$ cat src/rtl/cpu_run_monitor_if.sv
// rtl/cpu_run_monitor_if.sv - CPU-side bus between a simulated CPU and its run monitor
interface cpu_run_monitor_if #(
    parameter int PC_WIDTH   = 32,
    parameter int DATA_WIDTH = 32
);
    logic [PC_WIDTH-1:0]   pc;
    logic                  wb_en;
    logic [4:0]            wb_addr;
    logic [DATA_WIDTH-1:0] wb_data;
    logic                  cpu_reset;

    modport master (output pc, output wb_en, output wb_addr, output wb_data, input cpu_reset);
    modport slave  (input pc, input wb_en, input wb_addr, input wb_data, output cpu_reset);
endinterface

$ cat src/rtl/cpu_run_monitor.sv
// rtl/cpu_run_monitor.sv - CPU reset sequencer, halt/timeout detector and writeback signature
module cpu_run_monitor #(
    parameter int                    PC_WIDTH     = 32,
    parameter int                    DATA_WIDTH   = 32,
    parameter int                    RESET_CYCLES = 2,
    parameter int                    HALT_REPEAT  = 3,
    parameter int                    MAX_CYCLES   = 64,
    parameter logic [DATA_WIDTH-1:0] SIG_SEED     = '0,
    parameter logic [DATA_WIDTH-1:0] EXPECTED_SIG = '0,
    localparam int                   CNT_W        = $clog2(MAX_CYCLES + 1)
) (
    input  logic                  i_clock,
    input  logic                  i_reset,
    cpu_run_monitor_if.slave      i_cpu,
    output logic                  o_running,
    output logic                  o_done,
    output logic                  o_pass,
    output logic                  o_timeout,
    output logic [CNT_W-1:0]      o_cycle_count,
    output logic [CNT_W-1:0]      o_wb_count,
    output logic [DATA_WIDTH-1:0] o_signature
);

    localparam int HOLD_W = $clog2(RESET_CYCLES + 1);
    localparam int STB_W  = $clog2(HALT_REPEAT + 1);

    typedef enum logic [1:0] {
        S_HOLD    = 2'd0,
        S_RUN     = 2'd1,
        S_HALTED  = 2'd2,
        S_TIMEOUT = 2'd3
    } state_t;

    state_t                r_state;
    logic [HOLD_W-1:0]     r_hold_cnt;
    logic                  r_cpu_reset;
    logic [CNT_W-1:0]      r_cycle_count;
    logic [CNT_W-1:0]      r_wb_count;
    logic [DATA_WIDTH-1:0] r_signature;
    logic [PC_WIDTH-1:0]   r_prev_pc;
    logic                  r_prev_valid;
    logic [STB_W-1:0]      r_stable;

    state_t                w_state_nx;
    logic [HOLD_W-1:0]     w_hold_nx;
    logic                  w_cpu_reset_nx;
    logic [CNT_W-1:0]      w_cycle_nx;
    logic [CNT_W-1:0]      w_wb_nx;
    logic [DATA_WIDTH-1:0] w_sig_nx;
    logic [PC_WIDTH-1:0]   w_prev_pc_nx;
    logic                  w_prev_valid_nx;
    logic [STB_W-1:0]      w_stable_nx;
    logic [HOLD_W-1:0]     w_hold_inc;
    logic [CNT_W-1:0]      w_cycle_inc;
    logic [STB_W-1:0]      w_stable_inc;
    logic                  w_same_pc;
    logic                  w_wb_hit;

    always_ff @(posedge i_clock or negedge i_reset) begin
        if (!i_reset) begin
            r_state       <= S_HOLD;
            r_hold_cnt    <= '0;
            r_cpu_reset   <= 1'b0;
            r_cycle_count <= '0;
            r_wb_count    <= '0;
            r_signature   <= SIG_SEED;
            r_prev_pc     <= '0;
            r_prev_valid  <= 1'b0;
            r_stable      <= '0;
        end else begin
            r_state       <= w_state_nx;
            r_hold_cnt    <= w_hold_nx;
            r_cpu_reset   <= w_cpu_reset_nx;
            r_cycle_count <= w_cycle_nx;
            r_wb_count    <= w_wb_nx;
            r_signature   <= w_sig_nx;
            r_prev_pc     <= w_prev_pc_nx;
            r_prev_valid  <= w_prev_valid_nx;
            r_stable      <= w_stable_nx;
        end
    end

    always_comb begin
        w_state_nx      = r_state;
        w_hold_nx       = r_hold_cnt;
        w_cpu_reset_nx  = r_cpu_reset;
        w_cycle_nx      = r_cycle_count;
        w_wb_nx         = r_wb_count;
        w_sig_nx        = r_signature;
        w_prev_pc_nx    = r_prev_pc;
        w_prev_valid_nx = r_prev_valid;
        w_stable_nx     = r_stable;
        w_hold_inc      = r_hold_cnt + 1'b1;
        w_cycle_inc     = r_cycle_count + 1'b1;
        w_stable_inc    = r_stable + 1'b1;
        w_same_pc       = r_prev_valid && (i_cpu.pc == r_prev_pc);
        w_wb_hit        = i_cpu.wb_en && (i_cpu.wb_addr != 5'd0);

        case (r_state)
            S_HOLD: begin
                w_hold_nx = w_hold_inc;
                if (w_hold_inc == HOLD_W'(RESET_CYCLES)) begin
                    w_state_nx     = S_RUN;
                    w_cpu_reset_nx = 1'b1;
                end
            end
            S_RUN: begin
                w_cycle_nx      = w_cycle_inc;
                w_prev_pc_nx    = i_cpu.pc;
                w_prev_valid_nx = 1'b1;
                w_stable_nx     = w_same_pc ? w_stable_inc : '0;
                if (w_wb_hit) begin
                    if (r_wb_count != {CNT_W{1'b1}}) begin
                        w_wb_nx = r_wb_count + 1'b1;
                    end
                    w_sig_nx = {r_signature[DATA_WIDTH-2:0], r_signature[DATA_WIDTH-1]}
                               ^ i_cpu.wb_data
                               ^ {{(DATA_WIDTH-5){1'b0}}, i_cpu.wb_addr};
                end
                if (w_same_pc && (w_stable_inc == STB_W'(HALT_REPEAT))) begin
                    w_state_nx = S_HALTED;
                end else if (w_cycle_inc == CNT_W'(MAX_CYCLES)) begin
                    w_state_nx = S_TIMEOUT;
                end
            end
            default: begin
            end
        endcase
    end

    assign i_cpu.cpu_reset = r_cpu_reset;
    assign o_running       = (r_state == S_RUN);
    assign o_done          = (r_state == S_HALTED) || (r_state == S_TIMEOUT);
    assign o_pass          = (r_state == S_HALTED) && (r_signature == EXPECTED_SIG);
    assign o_timeout       = (r_state == S_TIMEOUT);
    assign o_cycle_count   = r_cycle_count;
    assign o_wb_count      = r_wb_count;
    assign o_signature     = r_signature;

endmodule
$ cat src/flat_wrapper.sv
// flat-port wrapper written by rule: the top's interface ports become plain ports
module cpu_run_monitor_flat 
#(
    parameter int                    PC_WIDTH     = 32,
    parameter int                    DATA_WIDTH   = 32,
    parameter int                    RESET_CYCLES = 2,
    parameter int                    HALT_REPEAT  = 3,
    parameter int                    MAX_CYCLES   = 64,
    parameter logic [DATA_WIDTH-1:0] SIG_SEED     = '0,
    parameter logic [DATA_WIDTH-1:0] EXPECTED_SIG = '0,
    localparam int                   CNT_W        = $clog2(MAX_CYCLES + 1)
)
  (i_clock, i_reset, o_running, o_done, o_pass, o_timeout, o_cycle_count, o_wb_count, o_signature, i_cpu_pc, i_cpu_wb_en, i_cpu_wb_addr, i_cpu_wb_data, i_cpu_cpu_reset);
  cpu_run_monitor_if #(.PC_WIDTH(PC_WIDTH), .DATA_WIDTH(DATA_WIDTH)) i_cpu_i ();
  input  logic i_clock;
  input  logic i_reset;
  output logic o_running;
  output logic o_done;
  output logic o_pass;
  output logic o_timeout;
  output logic [CNT_W-1:0] o_cycle_count;
  output logic [CNT_W-1:0] o_wb_count;
  output logic [DATA_WIDTH-1:0] o_signature;
  input wire logic [$bits(i_cpu_i.pc)-1:0] i_cpu_pc;
  input wire logic [$bits(i_cpu_i.wb_en)-1:0] i_cpu_wb_en;
  input wire logic [$bits(i_cpu_i.wb_addr)-1:0] i_cpu_wb_addr;
  input wire logic [$bits(i_cpu_i.wb_data)-1:0] i_cpu_wb_data;
  output wire logic [$bits(i_cpu_i.cpu_reset)-1:0] i_cpu_cpu_reset;
  assign i_cpu_i.pc = i_cpu_pc;
  assign i_cpu_i.wb_en = i_cpu_wb_en;
  assign i_cpu_i.wb_addr = i_cpu_wb_addr;
  assign i_cpu_i.wb_data = i_cpu_wb_data;
  assign i_cpu_cpu_reset = i_cpu_i.cpu_reset;
  cpu_run_monitor #(.PC_WIDTH(PC_WIDTH), .DATA_WIDTH(DATA_WIDTH), .RESET_CYCLES(RESET_CYCLES), .HALT_REPEAT(HALT_REPEAT), .MAX_CYCLES(MAX_CYCLES), .SIG_SEED(SIG_SEED), .EXPECTED_SIG(EXPECTED_SIG)) u_core (.i_clock(i_clock), .i_reset(i_reset), .i_cpu(i_cpu_i), .o_running(o_running), .o_done(o_done), .o_pass(o_pass), .o_timeout(o_timeout), .o_cycle_count(o_cycle_count), .o_wb_count(o_wb_count), .o_signature(o_signature));
endmodule
$ cat config.mk
export PLATFORM = sky130hd
export DESIGN_NAME = cpu_run_monitor_flat
export DESIGN_NICKNAME = d
export VERILOG_FILES = /design/src/rtl/cpu_run_monitor_if.sv /design/src/rtl/cpu_run_monitor.sv /design/src/flat_wrapper.sv
export SDC_FILE = /design/constraint.sdc
export NUM_CORES = 1
export LEC_CHECK = 0
export CAP_MARGIN = 20
export CELL_PAD_IN_SITES_DETAIL_PLACEMENT = 0
export CELL_PAD_IN_SITES_GLOBAL_PLACEMENT = 2
export CORE_MARGIN = 1
export CORE_UTILIZATION = 28
export CTS_CLUSTER_DIAMETER = 200
export DETAILED_ROUTE_END_ITERATION = 12
export PLACE_DENSITY = 0.76
export SLEW_MARGIN = 10
export SYNTH_ARGS = -nofsm -noshare
export SYNTH_HDL_FRONTEND = slang
export SYNTH_SLANG_ARGS = --single-unit
$ cat constraint.sdc
create_clock -name i_clock -period 2.2 [get_ports i_clock]
set_input_delay 0.55 -clock i_clock [delete_from_list [all_inputs] [get_ports i_clock]]
set_output_delay 0.55 -clock i_clock [all_outputs]
set_load 0.01 [all_outputs]
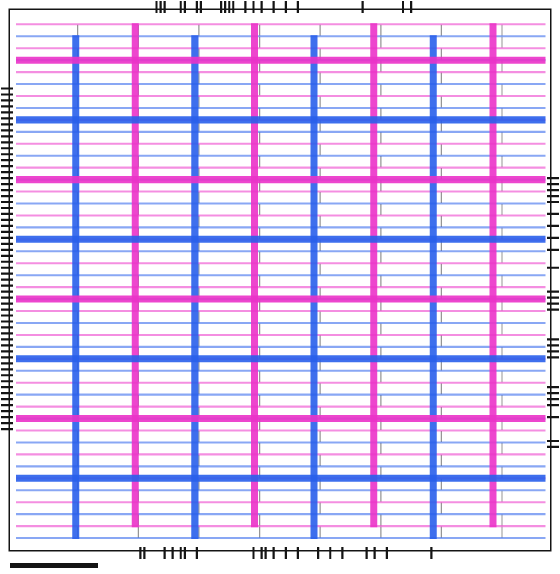
**Above:** supply network.
The bar under the picture is 20 um long. Pins as bars on the die edge. Tap cells in gray.
| color | net |
|---|---|
| magenta | VDD |
| blue | VSS |
met4 straps: 8
signal pins: 123
rows: 43
met5 straps: 8
tap cells: 180

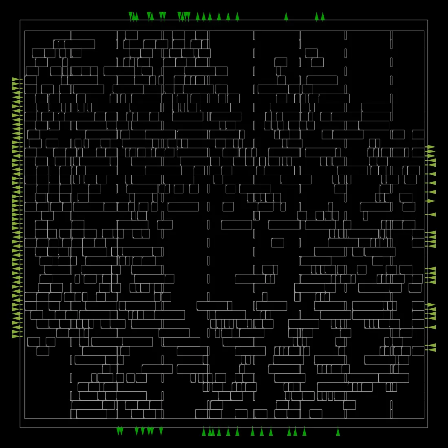
**Above:** placement view.
Seq area share: 34.9%
TAP cells: 180
flop count: 86
Core Region: 14100 sq um
Fill cells: 1349

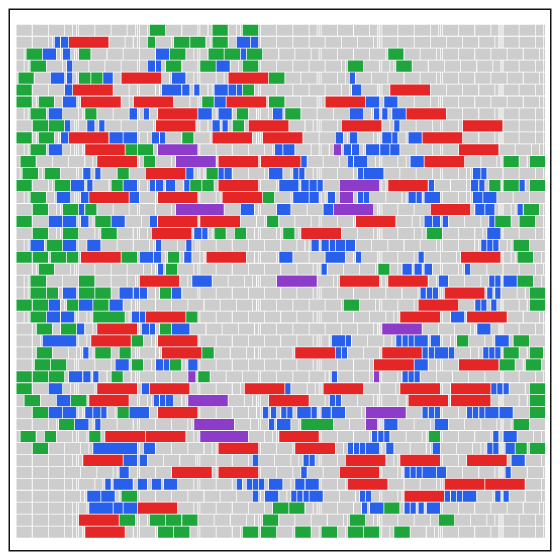
**Above:** cells colored by class.
Fill, decap, tap and diode cells in gray.
| color | class | cells | share of their area |
|---|---|---|---|
| purple | clock drivers and dummy loads | 16 | 5.3% |
| blue | all other logic | 321 | 32% |
| red | flops | 86 | 36% |
| green | other buffers and delay cells | 168 | 27% |
FP Rows: 43
final core utilization: 43.8%
post-route cell area: 6170 sq um

==> out/metrics.yaml <==
cells_and_area:
  lay_top_count: "nand2_1"
  n_clock_buffer: 10
  drive_above_1_share_pct: 12.4
  comb_area_share_pct: 30.1
  dominant_cells: "registers"
  n_all_buffers: 168
  syn_to_final_growth_pct: 50.8
  inverters: 10
  seq_area_sq_um: 2150
  stdcell_count: 771
  nonClkBufAreaFrac_pct: 25.6
floorplan:
  fp_util_pct: 29.1
  ioPinCount: 123
  die-area_sq_um: 15100
  die_y_um: 123
clocking:
  cts-resized-gates: 9
  cts.sinks: 86
  holdBufCountCts: 0
  cts_buffers: 9
  cts_tree: "yes"
power:
  comb_cell_power_mw: 0.258
  pwr-share-clk_pct: 46.6
  switchingPower_mw: 0.710
  ir_drop_v: 0.000367
  leakage_nw: 2.66
  combPwrFrac_pct: 7.5
  p_seq_mw: 1.58
  top_power_group: "clock"
  seqPwrFrac_pct: 45.9
logic_synthesis:
  synthAdderAreaFrac_pct: 1.22
  numSynthFlops: 86
  yosys.area.top_type: "dfrtp_1"
  logic_family: "simple AND/OR/NAND/NOR gates"
  most_common_cell: "nand2_1"
  syn_area_sq_um: 4100
  syn_nets: 499
  avgSynthCellArea_sq_um: 9.68
  synth_top_area_share_pct: 52.6
global_routing:
  grt_first_pass_wirelength_mm: 16.8
  use_met3_pct: 4.43
  grt_pass1_vias: 3447
  grt_max_degree: 68
  grt_usage_pct: 14.4
  overflow: 0
setup_path:
  cp_slowest_cell: "dfrtp_1"
  worst_r2r_path_depth: 7
  path_max_fanout: 2
  startpoint: "u_core.o_signature[29]"
  r2r_end: "u_core.o_cycle_count[6]"
  r2r-start: "u_core.r_state[1]"
  cp_top_family: "simple AND/OR/NAND/NOR gates"
  r2r_slack_ns: 0.41
  path_cells: "nor4_2 > buf_4 > and4_4 > nand4_1 > nor4_2 > buf_2"
  crit_cells: 6
  crit_top_cell: "nor4_2"
timing:
  tns_ns: -0.185
  min_period_ns: 2.38
  slew_headroom_pct: 71.7
  finalCritPeriodShare_pct: 108
  hold_slack_ns: 0.100
  setup_ws_ns: -0.185
  finalHoldViolations: 0
  rsz0062_at_grt: "yes"
  setup_viol_count_final: 1
detailed_routing:
  drc: 0
  dr_wl_met3_um: 661
  via_count: 3345
  top_layer: "met4"
  drt-met1-wl_mm: 4.95
  routed_wl_mm: 10.3
  drtPass1Iterations: 4
  drt-initial-drc-count: 122
run_status:
  outcome: "finished with violations"
  violations: "negative setup slack"
placement:
  dpl.cell_count: 755
  gp_congestion: 0.758
  pre_cts_ws_ns: -0.334
  place_area_sq_um: 5840
Power is estimated from default activity; no workload was simulated.
